<file path="src/rtl/fifo_pkg.sv">
// Shared definitions for the sync_fifo family: occupancy encoding, read-buffer
// depth and the default word width.
package fifo_pkg;

    localparam int FIFO_DATA_WIDTH = 8;
    localparam int RD_STREAM_DEPTH = 2;

    typedef enum logic [1:0] {
        EMPTY = 2'd0,
        ONE   = 2'd1,
        TWO   = 2'd2
    } occ_e;

endpackage

</file>
<file path="src/rtl/rd_skid_buf.sv">
// Two-entry output buffer that absorbs the FIFO read latency; occupancy is
// kept as a small state machine, storage is addressed by 1-bit wrapping pointers.
module rd_skid_buf
    import fifo_pkg::*;
#(
    parameter int DATA_WIDTH = FIFO_DATA_WIDTH
) (
    input  logic                  clk,
    input  logic                  rst_n,
    input  logic                  push,
    input  logic [DATA_WIDTH-1:0] push_data,
    input  logic                  pop,
    output logic [DATA_WIDTH-1:0] head,
    output logic [1:0]            occ
);

    occ_e                  state_r;
    occ_e                  state_s;
    logic                  wr_ptr_r;
    logic                  rd_ptr_r;
    logic [DATA_WIDTH-1:0] mem_r [RD_STREAM_DEPTH];

    // Occupancy state register
    always_ff @(posedge clk or negedge rst_n) begin
        if (!rst_n) begin
            state_r <= EMPTY;
        end else begin
            state_r <= state_s;
        end
    end

    // Occupancy next-state from push/pop
    always_comb begin
        state_s = state_r;
        case (state_r)
            EMPTY: begin
                if (push) state_s = ONE;
                else      state_s = EMPTY;
            end
            ONE: begin
                if (push && !pop)      state_s = TWO;
                else if (!push && pop) state_s = EMPTY;
                else                   state_s = ONE;
            end
            TWO: begin
                if (pop) state_s = ONE;
                else     state_s = TWO;
            end
            default: state_s = EMPTY;
        endcase
    end

    // Occupancy and head word presented to the top level
    always_comb begin
        occ  = state_r;
        head = mem_r[rd_ptr_r];
    end

    // Storage and wrapping pointers
    always_ff @(posedge clk or negedge rst_n) begin
        if (!rst_n) begin
            wr_ptr_r <= 1'b0;
            rd_ptr_r <= 1'b0;
            for (int i = 0; i < RD_STREAM_DEPTH; i++) begin
                mem_r[i] <= {DATA_WIDTH{1'b0}};
            end
        end else begin
            if (push) begin
                mem_r[wr_ptr_r] <= push_data;
                wr_ptr_r        <= wr_ptr_r + 1'b1;
            end
            if (pop) begin
                rd_ptr_r <= rd_ptr_r + 1'b1;
            end
        end
    end

endmodule

</file>
<file path="src/rtl/fifo_rd_stream.sv">
// Read-side drain stage for sync_fifo: issues reads, absorbs the read latency
// and streams words out valid/ready. Burst framing via FIFO_RD_STREAM_LAST_EN.
module fifo_rd_stream
    import fifo_pkg::*;
#(
    parameter int DATA_WIDTH = FIFO_DATA_WIDTH,
    parameter int BURST_LEN  = 4,
    parameter int CNT_WIDTH  = 3
) (
    input  logic                  clk,
    input  logic                  rst_n,
    input  logic                  fifo_empty,
    input  logic [DATA_WIDTH-1:0] fifo_rd_data,
    output logic                  fifo_rd_en,
    output logic                  out_valid,
    input  logic                  out_ready,
    output logic [DATA_WIDTH-1:0] out_data,
    output logic                  out_last
);

    logic       inflight_r;
    logic       pop_s;
    logic [1:0] occ_s;
    logic [2:0] issue_sum_s;

    if ((BURST_LEN < 1) || ((2 ** CNT_WIDTH) < BURST_LEN)) begin : g_bad_cfg
        $error("fifo_rd_stream: BURST_LEN must be >= 1 and fit in CNT_WIDTH bits");
    end

    assign pop_s     = out_valid && out_ready;
    assign out_valid = (occ_s != 2'd0);

    // Words already held or on their way, minus the one leaving this cycle.
    // A pop implies occ >= 1, so the 3-bit sum never underflows.
    assign issue_sum_s = {1'b0, occ_s} + {2'b00, inflight_r} - {2'b00, pop_s};
    assign fifo_rd_en  = rst_n && !fifo_empty && (issue_sum_s <= 3'd1);

    // Marks the cycle in which the FIFO read port delivers a word
    always_ff @(posedge clk or negedge rst_n) begin
        if (!rst_n) begin
            inflight_r <= 1'b0;
        end else begin
            inflight_r <= fifo_rd_en;
        end
    end

    rd_skid_buf #(
        .DATA_WIDTH (DATA_WIDTH)
    ) u_buf (
        .clk       (clk),
        .rst_n     (rst_n),
        .push      (inflight_r),
        .push_data (fifo_rd_data),
        .pop       (pop_s),
        .head      (out_data),
        .occ       (occ_s)
    );

`ifdef FIFO_RD_STREAM_LAST_EN
    localparam logic [CNT_WIDTH-1:0] LAST_BEAT = CNT_WIDTH'(BURST_LEN - 1);

    logic [CNT_WIDTH-1:0] beat_cnt_r;
    logic                 last_s;

    assign last_s   = out_valid && (beat_cnt_r == LAST_BEAT);
    assign out_last = last_s;

    // Burst beat counter, advanced only by accepted words
    always_ff @(posedge clk or negedge rst_n) begin
        if (!rst_n) begin
            beat_cnt_r <= {CNT_WIDTH{1'b0}};
        end else if (pop_s) begin
            beat_cnt_r <= last_s ? {CNT_WIDTH{1'b0}} : beat_cnt_r + 1'b1;
        end
    end
`else
    assign out_last = 1'b0;
`endif

endmodule

</file>
<file path="config.mk">
export PLATFORM = sky130hd
export DESIGN_NAME = fifo_rd_stream
export DESIGN_NICKNAME = d
export VERILOG_FILES = /design/src/rtl/fifo_pkg.sv /design/src/rtl/rd_skid_buf.sv /design/src/rtl/fifo_rd_stream.sv
export SDC_FILE = /design/constraint.sdc
export NUM_CORES = 1
export LEC_CHECK = 0
export ABC_AREA = 1
export CELL_PAD_IN_SITES_DETAIL_PLACEMENT = 0
export CELL_PAD_IN_SITES_GLOBAL_PLACEMENT = 1
export CORE_MARGIN = 3
export CORE_UTILIZATION = 37
export CTS_CLUSTER_SIZE = 10
export DETAILED_ROUTE_END_ITERATION = 6
export GPL_TIMING_DRIVEN = 0
export PLACE_DENSITY_LB_ADDON = 0.2
export SLEW_MARGIN = 5
export SYNTH_ARGS = -nofsm -noshare
export SYNTH_HDL_FRONTEND = slang
export SYNTH_SLANG_ARGS = --single-unit
</file>
<file path="constraint.sdc">
create_clock -name clk -period 3.5 [get_ports clk]
set_input_delay 1.05 -clock clk [delete_from_list [all_inputs] [get_ports clk]]
set_output_delay 1.05 -clock clk [all_outputs]
set_load 0.03 [all_outputs]
</file>
Figure 1. M1 wires.
Drawn at 6 px/micron. Cells faint in the background.
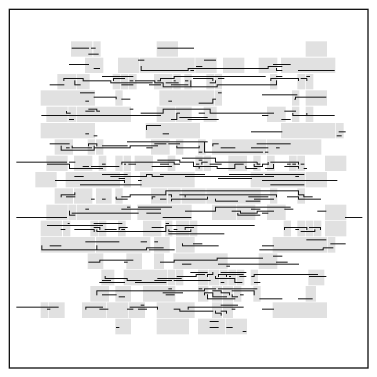
share of all routed wire: 47%
main direction: horizontal

Figure 2. M2 wires.
Drawn at 8 px/micron.
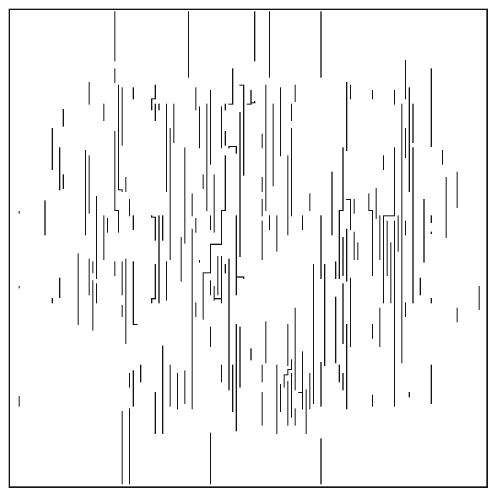
main direction: vertical
nets with wire on the layer: 131
share of all routed wire: 48%

==> impl_metrics.toml <==
# physical design summary
[clock_network]
cts_buffers = 3
htree_levels = 1
clk_pin_slew_worst_paths_ns = 0.13
cts_tree = "built"
clk-insertion-delay-late_ns = 0.31

[routing]
wl_met1_mm = 1.06
met3_length_microns = 87
drt_iter0_drc = 47
routed_wl_mm = 2.23
first_pass_iters = 4
ant_nets = 0

[sta]
finalCritPeriodShare_pct = 98.7
rsz0062_at_grt = "yes"
hold_violations = 0
hold_ws_ns = 0.497
setup_violations = 0
fin_skew_ns = 0.00796

[floorplan]
dieWidth_microns = 59.6
die_area_sq_um = 3550
die_y_microns = 59.6
boundaryPins = 23
fp_util_pct = 41.0

[placement]
dp_hpwl_mm = 1.55

[worst_setup_path]
reg2reg_to = "inflight_r$_DFF_PN0_"
critPathKind = "in2out"
crit_arrival_ns = 2.40
cp-end-kind = "primary output"
critPathLaunchType = "input port"
crit_required_ns = 2.45
r2r_slack_ns = 1.19

[grt]
grt_busiest_layer = "met2"
grt_usage_pct = 15.1
grt_use_met1_pct = 19.1
met2_usage_pct = 24.8
grt-ovfl-total = 0

[power]
p_int_mw = 0.708
sw_frac_of_total_pct = 44.8
pwr_density_cell_nw_per_um2 = 918

[synthesis]
fa_ha_area_share_pct = 4.25
yosys.area_share.simple_pct = 21.1
ys.flops = 21
top_logic_kind = "simple AND/OR/NAND/NOR gates"
netlist_instances = 118
syn-num-nets = 133
syn_avg_cell_area_sq_um = 8.99
ys_sh_xor_pct = 1.65
yosysWarnings = 0
ys_types = 17
ys_sh_mux_pct = 0
yosys_area_sq_um = 1060

[run]
cap_viol_max_count = 0

[finish]
final_layout_top_logic_cells = "42 x nand2_1, 21 x dfrtp_1, 18 x clkdlybuf4s50_1"
nFillCells = 252
areaGrowthSynthToFinish_pct = 31.6

[hold_path]
min_delay_worst_endpoint = "u_buf.mem_r[7]$_DFFE_PN0P_"
min_path_type = "reg2reg"
hold_start = "u_buf.mem_r[7]$_DFFE_PN0P_"

[outcome]
status = "finished, final reports clean"
Figure 3. Met3 routing.
Drawn at 4 px/micron. Cells faint in the background.
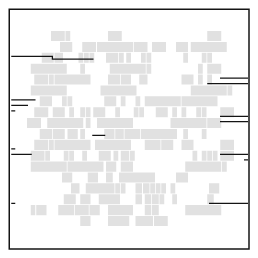
longest straight run: 10.1 microns
share of all routed wire: 3.9%
nets with wire on the layer: 14

## worst max path at each step
stage	startpoint	end	cells after the start
floorplan	out_ready	fifo_rd_en	7
global placement	out_ready	fifo_rd_en	9
detailed placement	out_ready	fifo_rd_en	9
CTS	out_ready	fifo_rd_en	9
global route	out_ready	fifo_rd_en	9
finish	out_ready	fifo_rd_en	9
## timing repair
item,CTS,global route
cloned,0,0
hold buffers,0,0
resized,19,5
setup endpoints to repair,1,1
pin swaps,1,1
buffers inserted,4,1
endpoints found under the hold margin,0,0
## cell type report
class / count / area, sq um / area share [%]
flip-flops and latches: 21 / 526 / 37.6
plain buffers: 4 / 37.5 / 2.69
multi-input cells: 79 / 467 / 33.4
clock inverters: 1 / 5.00 / 0.358
well taps: 30 / 37.5 / 2.69
repair buffers: 26 / 249 / 17.8
clock buffers: 3 / 22.5 / 1.61
inverters: 14 / 52.6 / 3.76
## cell families after synthesis
kind of cell,after synthesis
AND/OR/NAND/NOR,54
flip-flops,21
AND-OR/OR-AND,19
buffers and inverters,18
adder cells (fa/ha/maj),3
XOR/XNOR,2
other,1
## power by group through the flow
stage / registers [mW] / clock network [mW] / logic [mW]
floorplan: 0.420 / 0 / 0.474
global placement: 0.429 / 0 / 0.694
detailed placement: 0.434 / 0 / 0.710
CTS: 0.430 / 0.122 / 0.736
global route: 0.449 / 0.136 / 0.809
finish: 0.431 / 0.119 / 0.732
## cells in the mapped netlist
cell type | instances | area share (%)
nand3b_1 | 1 | 0.71
nor2_1 | 1 | 0.35
buf_4 | 2 | 1.4
nand2_1 | 42 | 15
nand2_2 | 4 | 2.4
xor2_1 | 2 | 1.7
fa_1 | 1 | 1.9
inv_1 | 12 | 4.2
nand3_1 | 6 | 2.8
inv_2 | 1 | 0.35
ha_1 | 2 | 2.4
o21ai_0 | 3 | 1.4
o21ai_2 | 16 | 13
dfrtp_1 | 21 | 50
buf_6 | 2 | 2.1
clkinv_1 | 1 | 0.35
conb_1 | 1 | 0.35
## critical path: stages
cell and delay (ns):
buf_8 0.09, nand3_4 0.08, o21ai_2 0.07, ha_2 0.18, inv_2 0.03, fa_1 0.48
nand3b_1 0.10, nor2_2 0.18, buf_6 0.15
## sequential cells by signal, summed over array words and instances (netlist names)
signal	flops
u_buf.occ	2
u_buf.mem_r	16
inflight_r	1
u_buf.wr_ptr_r	1
u_buf.rd_ptr_r	1
## per-stage QoR
| stage | setup slack, ns | std cells | utilization, % | area (sq um) | power [mW] |
|---|---|---|---|---|---|
| floorplan | 0.0433 | 118 | - | 1060 | 0.894 |
| global placement | -0.987 | 169 | 50.5 | 1310 | 1.12 |
| detailed placement | -1.03 | 169 | 50.5 | 1310 | 1.14 |
| CTS | 0.00528 | 177 | 53.2 | 1380 | 1.29 |
| global route | -0.0456 | 178 | 53.9 | 1400 | 1.39 |
| finish | 0.0468 | 178 | 53.9 | 1400 | 1.28 |
Power and IR drop assume default switching activity.
